### src/rtl/stream_narrow_in_arb.sv
// Round-robin arbiter feeding the 256-bit input of the stream narrowing buffer.
// A grant is held for exactly BURST_BEATS accepted beats, so each narrowing buffer
// is filled by a single source and data from different sources never shares a buffer.
module stream_narrow_in_arb #(
  parameter int unsigned NUM_SRC     = 4,
  parameter int unsigned SRC_WIDTH   = 2,
  parameter int unsigned BURST_BEATS = 3,
  parameter int unsigned CNT_WIDTH   = 4
) (
  input  logic                   i_clk,
  input  logic                   i_rst,
  input  logic [NUM_SRC*256-1:0] i_src_data,
  input  logic [NUM_SRC-1:0]     i_src_valid,
  output logic [NUM_SRC-1:0]     o_src_ready,
  input  logic [NUM_SRC-1:0]     i_src_enable,
  output logic [255:0]           o_m_data,
  output logic                   o_m_valid,
  input  logic                   i_m_ready,
  output logic [SRC_WIDTH-1:0]   o_grant_id,
  output logic                   o_busy,
  output logic                   o_burst_done
);

  typedef enum logic {StIdle, StGrant} state_e;

  localparam logic [SRC_WIDTH-1:0] LastIdx  = SRC_WIDTH'(NUM_SRC - 1);
  localparam logic [CNT_WIDTH-1:0] LastBeat = CNT_WIDTH'(BURST_BEATS - 1);

  state_e                 r_state, w_state_d;
  logic [CNT_WIDTH-1:0]   r_beat_cnt, w_beat_cnt_d;
  logic [SRC_WIDTH-1:0]   r_rr_ptr, w_rr_ptr_d;
  logic [SRC_WIDTH-1:0]   r_grant_id, w_grant_id_d;

  logic [NUM_SRC-1:0]     w_req;
  logic                   w_found;
  logic [SRC_WIDTH-1:0]   w_pick;
  logic [SRC_WIDTH-1:0]   w_scan;
  logic [255:0]           w_sel_data;
  logic                   w_sel_valid;
  logic                   w_accept;

  assign w_req      = i_src_valid & i_src_enable;
  assign o_grant_id = r_grant_id;
  assign o_busy     = (r_state == StGrant);

  // First requester at or after rr_ptr, wrapping modulo NUM_SRC.
  always_comb begin
    w_found = 1'b0;
    w_pick  = '0;
    w_scan  = r_rr_ptr;
    for (int unsigned k = 0; k < NUM_SRC; k++) begin
      if (!w_found && w_req[w_scan]) begin
        w_found = 1'b1;
        w_pick  = w_scan;
      end
      w_scan = (w_scan == LastIdx) ? '0 : w_scan + 1'b1;
    end
  end

  // Select the granted source's data and valid.
  always_comb begin
    w_sel_data  = '0;
    w_sel_valid = 1'b0;
    for (int unsigned i = 0; i < NUM_SRC; i++) begin
      if (r_grant_id == SRC_WIDTH'(i)) begin
        w_sel_data  = i_src_data[256*i +: 256];
        w_sel_valid = i_src_valid[i];
      end
    end
  end

  // Next-state logic and the combinational master-side outputs.
  always_comb begin
    w_state_d    = r_state;
    w_beat_cnt_d = r_beat_cnt;
    w_rr_ptr_d   = r_rr_ptr;
    w_grant_id_d = r_grant_id;
    o_m_data     = '0;
    o_m_valid    = 1'b0;
    o_src_ready  = '0;
    o_burst_done = 1'b0;
    w_accept     = 1'b0;
    case (r_state)
      StIdle: begin
        if (w_found) begin
          w_grant_id_d = w_pick;
          w_beat_cnt_d = '0;
          w_state_d    = StGrant;
        end
      end
      StGrant: begin
        o_m_data                = w_sel_data;
        o_m_valid               = w_sel_valid;
        o_src_ready[r_grant_id] = i_m_ready;
        w_accept                = w_sel_valid & i_m_ready;
        if (w_accept) begin
          if (r_beat_cnt == LastBeat) begin
            o_burst_done = 1'b1;
            w_state_d    = StIdle;
            w_beat_cnt_d = '0;
            w_rr_ptr_d   = (r_grant_id == LastIdx) ? '0 : r_grant_id + 1'b1;
          end else begin
            w_beat_cnt_d = r_beat_cnt + 1'b1;
          end
        end
      end
      default: w_state_d = StIdle;
    endcase
  end

  // State registers; reset abandons any burst in flight.
  always_ff @(posedge i_clk or posedge i_rst) begin
    if (i_rst) begin
      r_state    <= StIdle;
      r_beat_cnt <= '0;
      r_rr_ptr   <= '0;
      r_grant_id <= '0;
    end else begin
      r_state    <= w_state_d;
      r_beat_cnt <= w_beat_cnt_d;
      r_rr_ptr   <= w_rr_ptr_d;
      r_grant_id <= w_grant_id_d;
    end
  end

endmodule
### config.mk
export PLATFORM = sky130hd
export DESIGN_NAME = stream_narrow_in_arb
export DESIGN_NICKNAME = d
export VERILOG_FILES = /design/src/rtl/stream_narrow_in_arb.sv
export SDC_FILE = /design/constraint.sdc
export NUM_CORES = 1
export LEC_CHECK = 0
export CORE_AREA = 3 3 499 501
export CTS_BUF_LIST = sky130_fd_sc_hd__clkbuf_4 sky130_fd_sc_hd__clkbuf_8 sky130_fd_sc_hd__clkbuf_16
export CTS_CLUSTER_DIAMETER = 80
export CTS_CLUSTER_SIZE = 40
export DETAILED_ROUTE_END_ITERATION = 16
export DIE_AREA = 0 0 502 504
export PLACE_DENSITY_LB_ADDON = 0.2
export SETUP_SLACK_MARGIN = 0.2
export SLEW_MARGIN = 20
export SYNTH_ARGS = -nofsm -noshare
export SYNTH_HDL_FRONTEND = slang
export SYNTH_SLANG_ARGS = --single-unit
### constraint.sdc
create_clock -name i_clk -period 4.41 [get_ports i_clk]
set_input_delay 1.323 -clock i_clk [delete_from_list [all_inputs] [get_ports i_clk]]
set_output_delay 1.323 -clock i_clk [all_outputs]
set_load 0.01 [all_outputs]
==> run_1/m3.png <==
Bar = 200 um.
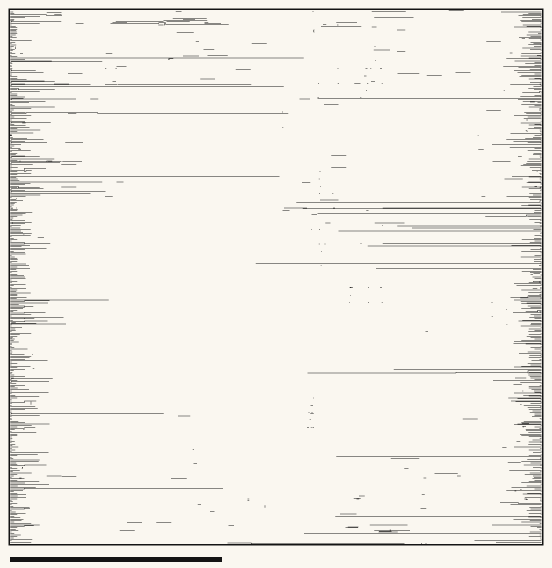
main direction: horizontal
share of all routed wire: 9.1%
nets with wire on the layer: 847
wire length on this layer: 15100 um
longest straight run: 277 um

==> run_1/placed.png <==
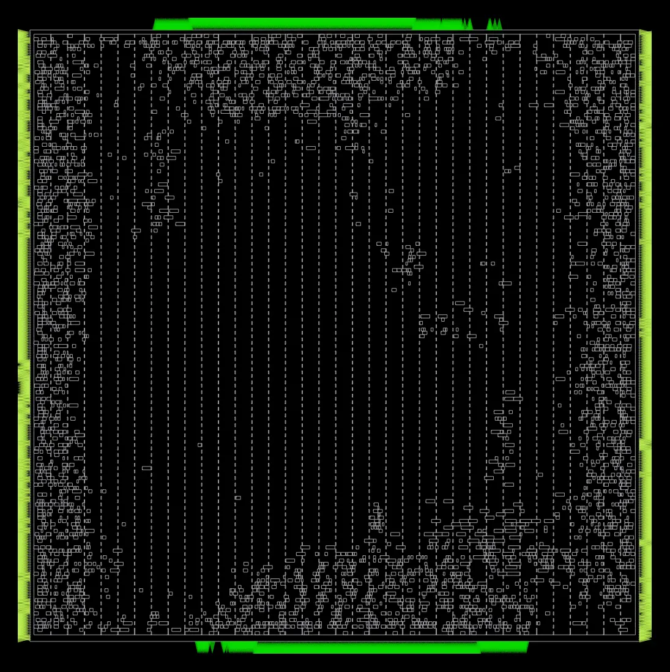
final core occ: 0.126
# rows: 182
Finished Layout Cells: 6640

==> run_1/ff_map.png <==
Bar = 200 um.
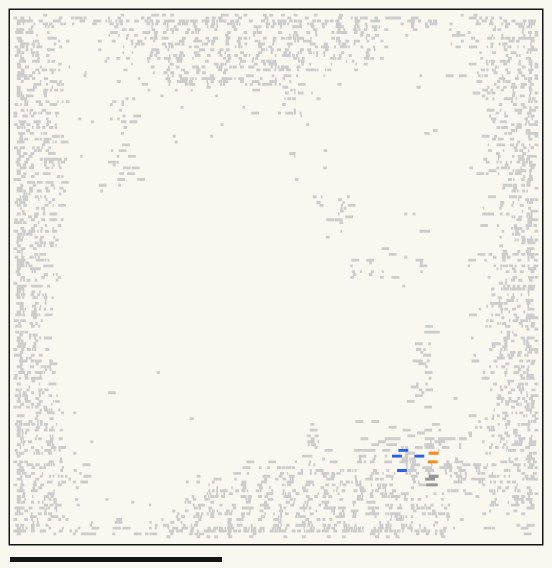
| netlist name | colour | placed flops |
|---|---|---|
| r_beat_cnt | blue | 4 |
| o_grant_id | orange | 2 |
not coloured: 3

-- run 1: metrics by stage --
step	util	setup TNS [ns]
after floorplan	-	0
after global placement	0.124	-6.98
final	0.126	0
after CTS	0.125	0
after global routing	0.126	0
after detailed placement	0.124	-6.09
-- run 1: layer usage --
layer,track usage,part of all wire,vias to the layer above
met5,0,0.0013,-
met4,0.0116,0.0099,32
met3,0.0400,0.091,126
met2,0.230,0.51,1046
met1,0.142,0.39,9451
li1,-,-,9854
-- run 1: cell families (layout without fill, tap and decap cells) --
kind of cell,Yosys count,in the layout
muxes,5,5
buffers and inverters,237,1515
and+or+nand+nor,1065,1065
other,0,22
DFF,9,9
adders and majority gates,7,7
xor gates and xnor gates,1,1
AOI/OAI and AO/OA,796,796
-- run 1: power groups by stage --
stage	combinational [mW]	clock, mW	sequential (mW)
6_report	9.18	0.165	0.117
5_1_grt	9.93	0.173	0.119
4_1_cts	9.49	0.168	0.117
3_5_place_dp	9.42	0	0.118
3_3_place_gp	9.47	0	0.117
2_1_floorplan	2.83	0	0.115
-- run 1: worst max-delay path, cell delays in order --
cell and delay [ns]:
clkdlybuf4s50_1 0.47, nand3b_1 0.14, a21oi_1 0.17, a21oi_1 0.06, o21ai_1 0.24, buf_4 0.15
and2_1 0.11, dlygate4sd2_1 0.26
-- run 1: layout make-up --
class                           instances  area, um2
Antenna cell                           22       55.1
Clock buffer                            4       82.6
Fill cell                           28700     214000
Inverter                                6       22.5
Multi-Input combinational cell       1874      10500
Sequential cell                         9        229
Tap cell                             3220       4030
Timing Repair Buffer                 1505      16100
-- run 1: flip-flops by register name, indices dropped and copies added (netlist names) --
register	cells
o_busy	1
r_beat_cnt	4
r_rr_ptr	2
o_grant_id	2
==> impl_metrics.toml, run 1 <==
# generated from flow reports
[placed_design]
io_buffer_count = 1299
dp_cells = 6614
gp_congestion = 0.872
placed_area_um2 = 30400
hpwl_mm = 150
dpl_worst_slack_ns = -0.701

[clock_tree]
cts_root_buf = "clkbuf_16"
ctsLongestPathBuffers = 2
cts_tree = "done"
hold_buffers = 0
clkTransAtPathRegs_ns = 0.04
h-tree-depth = 1
cts.sinks = 9
clk_latency_ns = 0.23

[route]
viasPerCell = 3.09
drt_iter0_markers = 1161
wl_per_cell_um = 25.1
drc = 0
drt_pass1_iterations = 5
via_count = 20500
wl_mm = 167

[power]
pwr-share-comb = 0.970
p_leak_nw = 10.6
seqPwrFrac = 0.012
power_frac_clock = 0.017
switching_power_mw = 4.80
p_sw_frac = 0.507
vdd_drop_max_uv = 110
finalPower_mw = 9.46

[synth]
synth.most_common_cell = "nand2_1"
yosys-top-cells-count = "524 x nand2_1, 515 x a21oi_1, 258 x o21ai_0"
adder_share = 0.00792
yosys_area_um2 = 11100
ys_cells = 2120
syn_inst = 2120
ys_sh_xor = 0.000792
fp_nets = 3162
netlist_area_um2 = 11100
top_cell_area_share = 0.233
ys_seq_frac = 0.0204
aoi_share = 0.369
ys_sh_simple = 0.514
top_logic_kind = "simple AND/OR/NAND/NOR gates"
flop_cell = "dfrtp_1"
yosysWarnings = 0
ys_ff = 9
synth-edff-count = 0
mux_share = 0.00712

[sta]
maxClockFrequency_ghz = 0.236
hold_violations = 0
rsz0062_at_grt = "true"
finalMaxSlewViolations = 0
slew_headroom = 0.663
worst_slew_pin_slew_ns = 0.506
whs_ns = 0.541
min_period_ns = 4.24
finClkSkew_ns = 0.00174

[grt]
grt_pass1_vias = 21300
grt_pass1_wl_mm = 211
grt_max_degree = 69
antenna_found_initial = 90
grt_overflow = 0

[final_layout]
final_net_count = 4441
mostFrequentLayoutCell = "clkdlybuf4s50_1"
post-route-cell-area_um2 = 30900
layout-drive-gt1-share = 0.154

[worst_setup_path]
crit_type = "input port to output pin"
r2r_end = "r_rr_ptr[1]$_DFFE_PP0P_"
worstPathMaxFanout = 1
worstSetupStartpoint = "i_src_data[22]"
reg2reg_from = "o_grant_id[0]$_DFFE_PP0P_"
endpoint = "o_m_data[22]"
reg2regPathDepth = 10
end_kind = "output pin"
reg2reg_slack_ns = 1.56
startpoint_type = "input port"

[floorplanning]
die_w_um = 502
chip_area_um2 = 253000
fp-utilization = 0.0451
core-area_um2 = 245000
fp.dieH_um = 504
ioPinCount = 1300

[job]
openroad.warnings = 32
drv_cap = 0

[hold_path]
hold_path_class = "register to register"
hold_depth = 1
worstHoldStart = "r_beat_cnt[3]$_DFFE_PP0P_"

[status]
status = "completed"
==> run 1 -> run 2 <==
CTS_CLUSTER_SIZE = default   (was 40)
MAX_ROUTING_LAYER = met4   (was default)
==> run_2/class_map.png <==
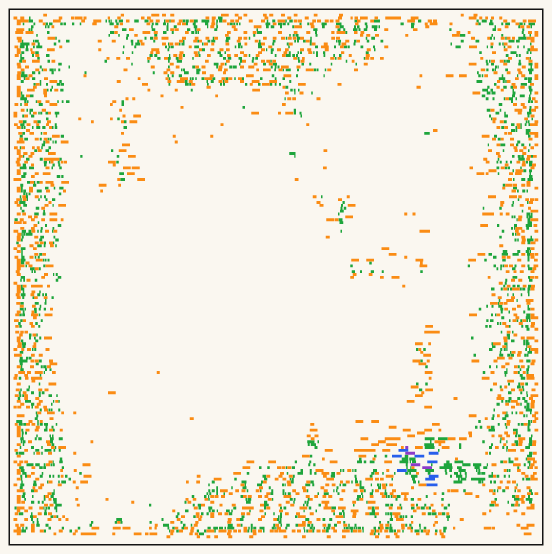
| class | colour | cells |
|---|---|---|
| clock drivers and dummy loads | purple | 4 |
| remaining buffers and delay cells | orange | 1505 |
| remaining logic cells | green | 1880 |
| sequential cells | blue | 9 |

==> run_2/m3.png <==
Bar = 200 um.
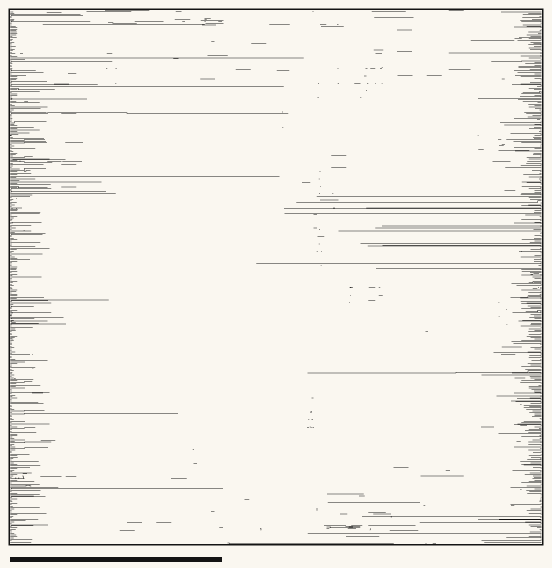
share of all routed wire: 9.0%
nets with wire on the layer: 846
longest straight run: 277 um
wire length on this layer: 15100 um
main direction: horizontal

==> run 2 against run 1 <==
Net effect:
- sequential power is essentially flat
- register-to-register slack gained 0.03 ns
- area after synthesis unchanged
- sequential share of layout area barely moved
- clock skew decreased by 0.00052 ns
- setup slack better by 0.071 ns
- synthesized cell count is the same
- combinational power about the same
- total power about the same
- critical endpoint is now o_m_data[184]
- largest power group unchanged
==> impl_metrics.toml, run 2 <==
# generated from flow reports
[floorplanning]
rows = 182
ioPinCount = 1300
die_w_um = 502
fp.dieH_um = 504
fp-utilization = 0.0451

[grt]
grt_pass1_vias = 21300
grt_max_degree = 69
top_usage_layer = "met2"
grt_pass1_wl_mm = 211
antenna_found_initial = 91
met3_usage = 0.0405
grt_overflow = 0
grtUsageMet1 = 0.142
use_met2 = 0.229

[sta]
maxClockFrequency_ghz = 0.240
finalMaxSlewViolations = 0
hold_violations = 0
tns_ns = 0
slew_headroom = 0.639
rsz0062_at_grt = "true"
worst_slew_pin_slew_ns = 0.542
whs_ns = 0.541
finClkSkew_ns = 0.00122
min_period_ns = 4.17

[route]
wl_mm = 166
viasPerCell = 3.07
met2_length_mm = 84.1
wl_per_cell_um = 25.0
met1_length_mm = 65.4
via_count = 20400
drt_pass1_iterations = 5
drc = 0
top_layer = "met4"
routed-wl-met3_mm = 15.1

[placed_design]
dpl_worst_slack_ns = -0.701
placed_area_um2 = 30400
hpwl_mm = 150
dp_cells = 6614
gp_congestion = 0.887

[final_layout]
layout-drive-gt1-share = 0.155
post-route-cell-area_um2 = 30900
final_net_count = 4441
fillers = 28700
largest_reg_flops = 4
mostFrequentLayoutCell = "clkdlybuf4s50_1"
fin_cells = 6650
final_core_util = 0.126
largest_register = "r_beat_cnt"

[clock_tree]
cts_root_buf = "clkbuf_16"
clkTransAtPathRegs_ns = 0.04
cts_tree = "done"
ctsLongestPathBuffers = 2
clk_latency_ns = 0.23
h-tree-depth = 1
cts.sinks = 9

[worst_setup_path]
worstSetupStartpoint = "i_src_data[440]"
reg2regPathDepth = 10
reg2reg_from = "o_grant_id[0]$_DFFE_PP0P_"
end_kind = "output pin"
crit_type = "input port to output pin"
worstPathMaxFanout = 1
reg2reg_slack_ns = 1.59
startpoint_type = "input port"

[power]
p_leak_nw = 10.6
seqPwrFrac = 0.012
p_sw_frac = 0.507
pg_clk_mw = 0.165
switching_power_mw = 4.80
p_per_area_nw_per_um2 = 306
power.group.top = "combinational logic"
vdd_drop_max_uv = 111
finalPower_mw = 9.46
powerSeq_mw = 0.118
pwr-share-comb = 0.970
power_frac_clock = 0.017
pg_comb_mw = 9.18

[synth]
yosys_area_um2 = 11100
syn_inst = 2120
yosysWarnings = 0
adder_share = 0.00792
ys_sh_xor = 0.000792
yosys-top-cells-count = "524 x nand2_1, 515 x a21oi_1, 258 x o21ai_0"
flop_cell = "dfrtp_1"
fp_nets = 3162
synth.most_common_cell = "nand2_1"
aoi_share = 0.369
mux_share = 0.00712
top_logic_kind = "simple AND/OR/NAND/NOR gates"
synth-edff-count = 0
netlist_area_um2 = 11100
ys_cells = 2120
ys_seq_frac = 0.0204
ys_sh_simple = 0.514
top_cell_area_share = 0.233

[status]
status = "completed"

[job]
openroad.warnings = 32
drv_cap = 0

[hold_path]
hold_path_class = "register to register"
worstHoldStart = "r_beat_cnt[3]$_DFFE_PP0P_"
hold_depth = 1
## run 2: cell counts after synthesis
Identical to the previous run, type by type.
## run 2: worst max-delay path: stages
cell and delay, ns:
clkdlybuf4s50_1 0.41, nand2_1 0.11, a21oi_1 0.10, a21oi_2 0.31, buf_4 0.18, o21ai_0 0.06, and2_1 0.20, buf_12 0.15
## run 2: how the worst max path moves through the flow
| stage | endpoint | depth (start not counted) | slack [ns] |
|---|---|---|---|
| floorplan | o_burst_done | 5 | 0.89 |
| global placement | o_m_data[122] | 9 | -0.74 |
| detailed placement | o_m_data[122] | 9 | -0.70 |
| CTS | o_m_data[122] | 9 | 0.17 |
| global route | o_m_data[161] | 9 | 0.17 |
| finish | o_m_data[184] | 8 | 0.24 |
## run 2: area by class of cell
cell class / instances / area (um2) / share of cell area
diodes: 32 / 80.1 / 0.00259
clock buffers: 4 / 82.6 / 0.00267
inverters: 6 / 22.5 / 0.000728
well taps: 3220 / 4030 / 0.130
flip-flops and latches: 9 / 230 / 0.00744
multi-input cells: 1874 / 10500 / 0.338
repair buffers: 1505 / 16000 / 0.518
## run 2: what timing repair did
| item | 4_1_cts | 5_1_grt |
|---|---|---|
| pin swaps | 26 | 35 |
| gates resized | 283 | 111 |
| hold buffers | 0 | 0 |
| endpoints found under the setup margin | 140 | 103 |
## run 2: logic make-up (layout without fill, tap and decap cells)
| family | count (synthesis) | after routing |
|---|---|---|
| AOI/OAI and AO/OA | 796 | 796 |
| and+or+nand+nor | 1065 | 1065 |
| DFF | 9 | 9 |
| adders and majority gates | 7 | 7 |
| buffers and inverters | 237 | 1515 |
| xor gates and xnor gates | 1 | 1 |
| muxes | 5 | 5 |
| other | 0 | 32 |
Power and IR drop assume default switching activity.
